--- src/rtl/s_seq_packer_if.sv ---
// Host-stream and core-facing signals of the S-sequence packer.
// The stats ports exist only when S_SEQ_PACKER_STATS_EN is defined.
interface s_seq_packer_if #(
   parameter int PE_SIZE     = 64,
   parameter int PE_SIZE_LOG = 6
);
   logic [1:0]             i_base;
   logic                   i_base_valid;
   logic                   i_base_last;
   logic                   o_base_ready;
   logic                   i_flush;
   logic                   i_request_s;
   logic [2*PE_SIZE-1:0]   o_s;
   logic [PE_SIZE_LOG:0]   o_s_valid;
   logic                   o_s_last;
   logic                   o_empty;
`ifdef S_SEQ_PACKER_STATS_EN
   logic [15:0]            o_base_cnt;
   logic [15:0]            o_word_cnt;

   modport master (
      output i_base, i_base_valid, i_base_last, i_flush, i_request_s,
      input  o_base_ready, o_s, o_s_valid, o_s_last, o_empty, o_base_cnt, o_word_cnt
   );
   modport slave (
      input  i_base, i_base_valid, i_base_last, i_flush, i_request_s,
      output o_base_ready, o_s, o_s_valid, o_s_last, o_empty, o_base_cnt, o_word_cnt
   );
`else
   modport master (
      output i_base, i_base_valid, i_base_last, i_flush, i_request_s,
      input  o_base_ready, o_s, o_s_valid, o_s_last, o_empty
   );
   modport slave (
      input  i_base, i_base_valid, i_base_last, i_flush, i_request_s,
      output o_base_ready, o_s, o_s_valid, o_s_last, o_empty
   );
`endif
endinterface

--- src/rtl/s_seq_packer.sv ---
// Packs 2-bit bases into PE_SIZE-wide words, buffers them and serves core requests.
// Optional base/word counters are enabled with S_SEQ_PACKER_STATS_EN.
module s_seq_packer #(
   parameter int PE_SIZE     = 64,
   parameter int PE_SIZE_LOG = 6,
   parameter int FIFO_DEPTH  = 4
)(
   input  logic            clk,
   input  logic            rst_n,
   s_seq_packer_if.slave   bus
);
   localparam int AW = $clog2(FIFO_DEPTH);
   localparam logic [PE_SIZE_LOG:0] LAST_POS = (PE_SIZE_LOG+1)'(PE_SIZE-1);
   localparam logic [PE_SIZE_LOG:0] CNT_ONE  = (PE_SIZE_LOG+1)'(1);
   localparam logic [AW:0]          PTR_ONE  = (AW+1)'(1);

   typedef enum logic {FILL, PUSH} state_t;
   state_t state_q, state_d;

   logic [PE_SIZE-1:0][1:0]                 asm_word;
   logic [PE_SIZE_LOG:0]                    asm_cnt;
   logic                                    asm_last;
   logic [FIFO_DEPTH-1:0][2*PE_SIZE-1:0]    mem_w;
   logic [FIFO_DEPTH-1:0][PE_SIZE_LOG:0]    mem_c;
   logic [FIFO_DEPTH-1:0]                   mem_l;
   logic [AW:0]                             wr_ptr, rd_ptr;
   logic fifo_empty, fifo_full, accept, enq, pop, pend;

   assign fifo_empty = (wr_ptr == rd_ptr);
   assign fifo_full  = (wr_ptr[AW] != rd_ptr[AW]) && (wr_ptr[AW-1:0] == rd_ptr[AW-1:0]);
   assign accept     = (state_q == FILL) & bus.i_base_valid & ~bus.i_flush;
   assign enq        = (state_q == PUSH) & ~fifo_full & ~bus.i_flush;
   // A pending request is served as soon as a word is at the head.
   assign pop        = ~fifo_empty & (bus.i_request_s | pend) & ~bus.i_flush;

   assign bus.o_base_ready = (state_q == FILL);
   assign bus.o_empty      = fifo_empty & (asm_cnt == '0) & (state_q == FILL);

   always_ff @(posedge clk or negedge rst_n) begin
      if (!rst_n) state_q <= FILL;
      else        state_q <= state_d;
   end

   always_comb begin
      state_d = state_q;
      if (bus.i_flush) state_d = FILL;
      else begin
         case (state_q)
            FILL:    if (accept && (asm_cnt == LAST_POS || bus.i_base_last)) state_d = PUSH;
            PUSH:    if (!fifo_full) state_d = FILL;
            default: state_d = FILL;
         endcase
      end
   end

   always_ff @(posedge clk or negedge rst_n) begin
      if (!rst_n) begin
         asm_word <= '0;
         asm_cnt  <= '0;
         asm_last <= 1'b0;
      end else if (bus.i_flush || enq) begin
         asm_word <= '0;
         asm_cnt  <= '0;
         asm_last <= 1'b0;
      end else if (accept) begin
         asm_word[asm_cnt[PE_SIZE_LOG-1:0]] <= bus.i_base;
         asm_cnt  <= asm_cnt + CNT_ONE;
         asm_last <= bus.i_base_last;
      end
   end

   always_ff @(posedge clk) begin
      if (enq) begin
         mem_w[wr_ptr[AW-1:0]] <= asm_word;
         mem_c[wr_ptr[AW-1:0]] <= asm_cnt;
         mem_l[wr_ptr[AW-1:0]] <= asm_last;
      end
   end

   always_ff @(posedge clk or negedge rst_n) begin
      if (!rst_n) begin
         wr_ptr <= '0;
         rd_ptr <= '0;
         pend   <= 1'b0;
      end else if (bus.i_flush) begin
         wr_ptr <= '0;
         rd_ptr <= '0;
         pend   <= 1'b0;
      end else begin
         if (enq) wr_ptr <= wr_ptr + PTR_ONE;
         if (pop) rd_ptr <= rd_ptr + PTR_ONE;
         // A request arriving alongside a pending-driven pop stays queued.
         if (pop) pend <= pend & bus.i_request_s;
         else     pend <= pend | bus.i_request_s;
      end
   end

   always_ff @(posedge clk or negedge rst_n) begin
      if (!rst_n) begin
         bus.o_s       <= '0;
         bus.o_s_valid <= '0;
         bus.o_s_last  <= 1'b0;
      end else if (pop) begin
         bus.o_s       <= mem_w[rd_ptr[AW-1:0]];
         bus.o_s_valid <= mem_c[rd_ptr[AW-1:0]];
         bus.o_s_last  <= mem_l[rd_ptr[AW-1:0]];
      end else begin
         bus.o_s       <= '0;
         bus.o_s_valid <= '0;
         bus.o_s_last  <= 1'b0;
      end
   end

`ifdef S_SEQ_PACKER_STATS_EN
   always_ff @(posedge clk or negedge rst_n) begin
      if (!rst_n) begin
         bus.o_base_cnt <= '0;
         bus.o_word_cnt <= '0;
      end else if (bus.i_flush) begin
         bus.o_base_cnt <= '0;
         bus.o_word_cnt <= '0;
      end else begin
         if (accept && !(&bus.o_base_cnt)) bus.o_base_cnt <= bus.o_base_cnt + 16'd1;
         if (pop && !(&bus.o_word_cnt))    bus.o_word_cnt <= bus.o_word_cnt + 16'd1;
      end
   end
`endif
endmodule

--- src/flat_wrapper.sv ---
// flat-port wrapper written by rule: the top's interface ports become plain ports
module s_seq_packer_flat 
#(
   parameter int PE_SIZE     = 64,
   parameter int PE_SIZE_LOG = 6,
   parameter int FIFO_DEPTH  = 4
)
  (clk, rst_n, bus_i_base, bus_i_base_valid, bus_i_base_last, bus_i_flush, bus_i_request_s, bus_o_base_ready, bus_o_s, bus_o_s_valid, bus_o_s_last, bus_o_empty);
  s_seq_packer_if #(.PE_SIZE(PE_SIZE), .PE_SIZE_LOG(PE_SIZE_LOG)) bus_i ();
  input  logic clk;
  input  logic rst_n;
  input wire logic [$bits(bus_i.i_base)-1:0] bus_i_base;
  input wire logic [$bits(bus_i.i_base_valid)-1:0] bus_i_base_valid;
  input wire logic [$bits(bus_i.i_base_last)-1:0] bus_i_base_last;
  input wire logic [$bits(bus_i.i_flush)-1:0] bus_i_flush;
  input wire logic [$bits(bus_i.i_request_s)-1:0] bus_i_request_s;
  output wire logic [$bits(bus_i.o_base_ready)-1:0] bus_o_base_ready;
  output wire logic [$bits(bus_i.o_s)-1:0] bus_o_s;
  output wire logic [$bits(bus_i.o_s_valid)-1:0] bus_o_s_valid;
  output wire logic [$bits(bus_i.o_s_last)-1:0] bus_o_s_last;
  output wire logic [$bits(bus_i.o_empty)-1:0] bus_o_empty;
  assign bus_i.i_base = bus_i_base;
  assign bus_i.i_base_valid = bus_i_base_valid;
  assign bus_i.i_base_last = bus_i_base_last;
  assign bus_i.i_flush = bus_i_flush;
  assign bus_i.i_request_s = bus_i_request_s;
  assign bus_o_base_ready = bus_i.o_base_ready;
  assign bus_o_s = bus_i.o_s;
  assign bus_o_s_valid = bus_i.o_s_valid;
  assign bus_o_s_last = bus_i.o_s_last;
  assign bus_o_empty = bus_i.o_empty;
  s_seq_packer #(.PE_SIZE(PE_SIZE), .PE_SIZE_LOG(PE_SIZE_LOG), .FIFO_DEPTH(FIFO_DEPTH)) u_core (.clk(clk), .rst_n(rst_n), .bus(bus_i));
endmodule
--- config.mk ---
export PLATFORM = sky130hd
export DESIGN_NAME = s_seq_packer_flat
export DESIGN_NICKNAME = d
export VERILOG_FILES = /design/src/rtl/s_seq_packer_if.sv /design/src/rtl/s_seq_packer.sv /design/src/flat_wrapper.sv
export SDC_FILE = /design/constraint.sdc
export NUM_CORES = 1
export LEC_CHECK = 0
export ABC_AREA = 1
export CAP_MARGIN = 15
export CORE_MARGIN = 4
export CORE_UTILIZATION = 55
export CTS_CLUSTER_SIZE = 25
export DETAILED_ROUTE_END_ITERATION = 10
export PLACE_DENSITY = 0.74
export SYNTH_ARGS = -nofsm -noshare
export SYNTH_HDL_FRONTEND = slang
export SYNTH_SLANG_ARGS = --single-unit
export TNS_END_PERCENT = 30
--- constraint.sdc ---
create_clock -name clk -period 10 [get_ports clk]
set_input_delay 2 -clock clk [delete_from_list [all_inputs] [get_ports clk]]
set_output_delay 2 -clock clk [all_outputs]
set_load 0.05 [all_outputs]
==> out/metrics.yaml <==
drt:
  wl_met2_um: 37400
sta:
  clock.fmax_ghz: 0.1727
  finalWorstPathRequiredPeriod_ns: 5.789
cells_and_area:
  layout.area.comb_sq_um: 7069
  layout.area.seq_sq_um: 23350
grt:
  met3_usage_pct: 4.854
  grt_antenna_before_repair: 1
  grt-busiest-layer: "met2"
synth:
  synth.largest_area_cell: "sky130_fd_sc_hd__edfxtp_1"
  netlist_area_sq_um: 31310
  synth.cellmix.adderShare_pct: 0.2797
  ffs_w_async_s_r_synth_pct: 33.98
  mux_share_pct: 0
placed_design:
  gp_congestion: 0.8278
  pre_cts_slack_ns: 4.681
  detailedPlacementHpwl_um: 40680
critical_path:
  worst_r2r_startpoint: "u_core.rd_ptr[1]$_DFFE_PN0P_"
  r2r_slack_ns: 5.56
  slowest_delay_ns: 0.86
  timing.critical_path.from_type: "register"
  timing.critical_path.max_delay_family: "buffers and inverters"
  critical_path.cell_chain: "inv_4, nand2_1, nand2_1, nand3_2, nor3_1, clkdlybuf4s50_1"
  cpMaxStageDelayCell: "sky130_fd_sc_hd__clkdlybuf4s50_1"
  critical_path_arrival_ns: 3.79
  crit-reg2reg-capture: "u_core.mem_w[328]$_DFFE_PP_"
hold_path:
  min_to: "u_core.mem_w[194]$_DFFE_PP_"
power_and_ir_drop:
  share_clk_of_total_power_pct: 40.6
  pwr_dens_nw_per_um2: 203.7
clock_tree:
  cts-buffers-inserted: 79
  register_clock_pin_slew_on_the_reported_worst_setup_and_hold_paths_ns: 0.06
  ctsRootBufferMaster: "sky130_fd_sc_hd__clkbuf_16"
status:
  status: "finished, final reports clean"
**Floorplan with the power grid**

Pins as bars on the die edge. Tap cells in grey.
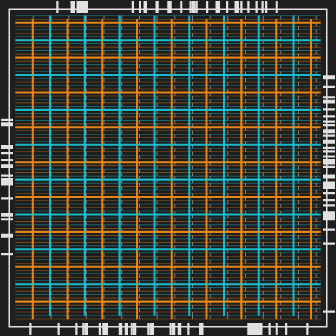
Cyan is VDD. Orange is VSS.
17 straps on met4. 88 met1 rails follow the rows. 756 tap cells. 146 signal pins sit on the boundary. 17 straps on met5.
die extent in x: 246.6 um
y dimension of the die: 246.6 um
worst vdd rail ir drop: 0.0001315 V
area of the core region: 56,390 sq um

**Cells coloured by class**

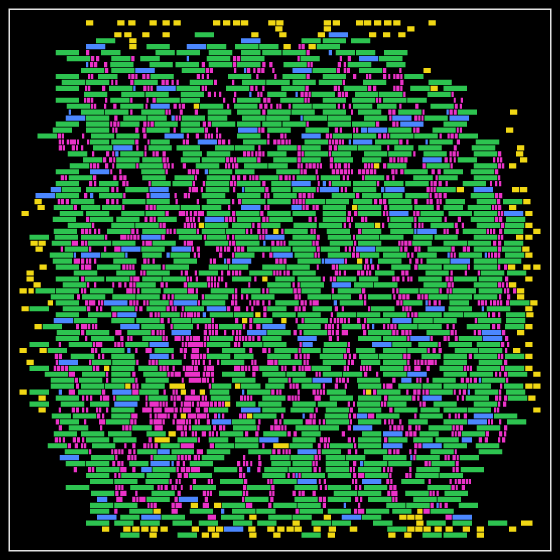
Blue is clock drivers and dummy loads, cells 148. Magenta is combinational and other logic, cells 1,583. Green is flops, cells 824. Yellow is other buffers and delay cells, cells 169.
placement row count: 87
final std cell area, no fill: 35,790 sq um
sequential share of cell area: 65.24%

Power and IR drop assume default switching activity.
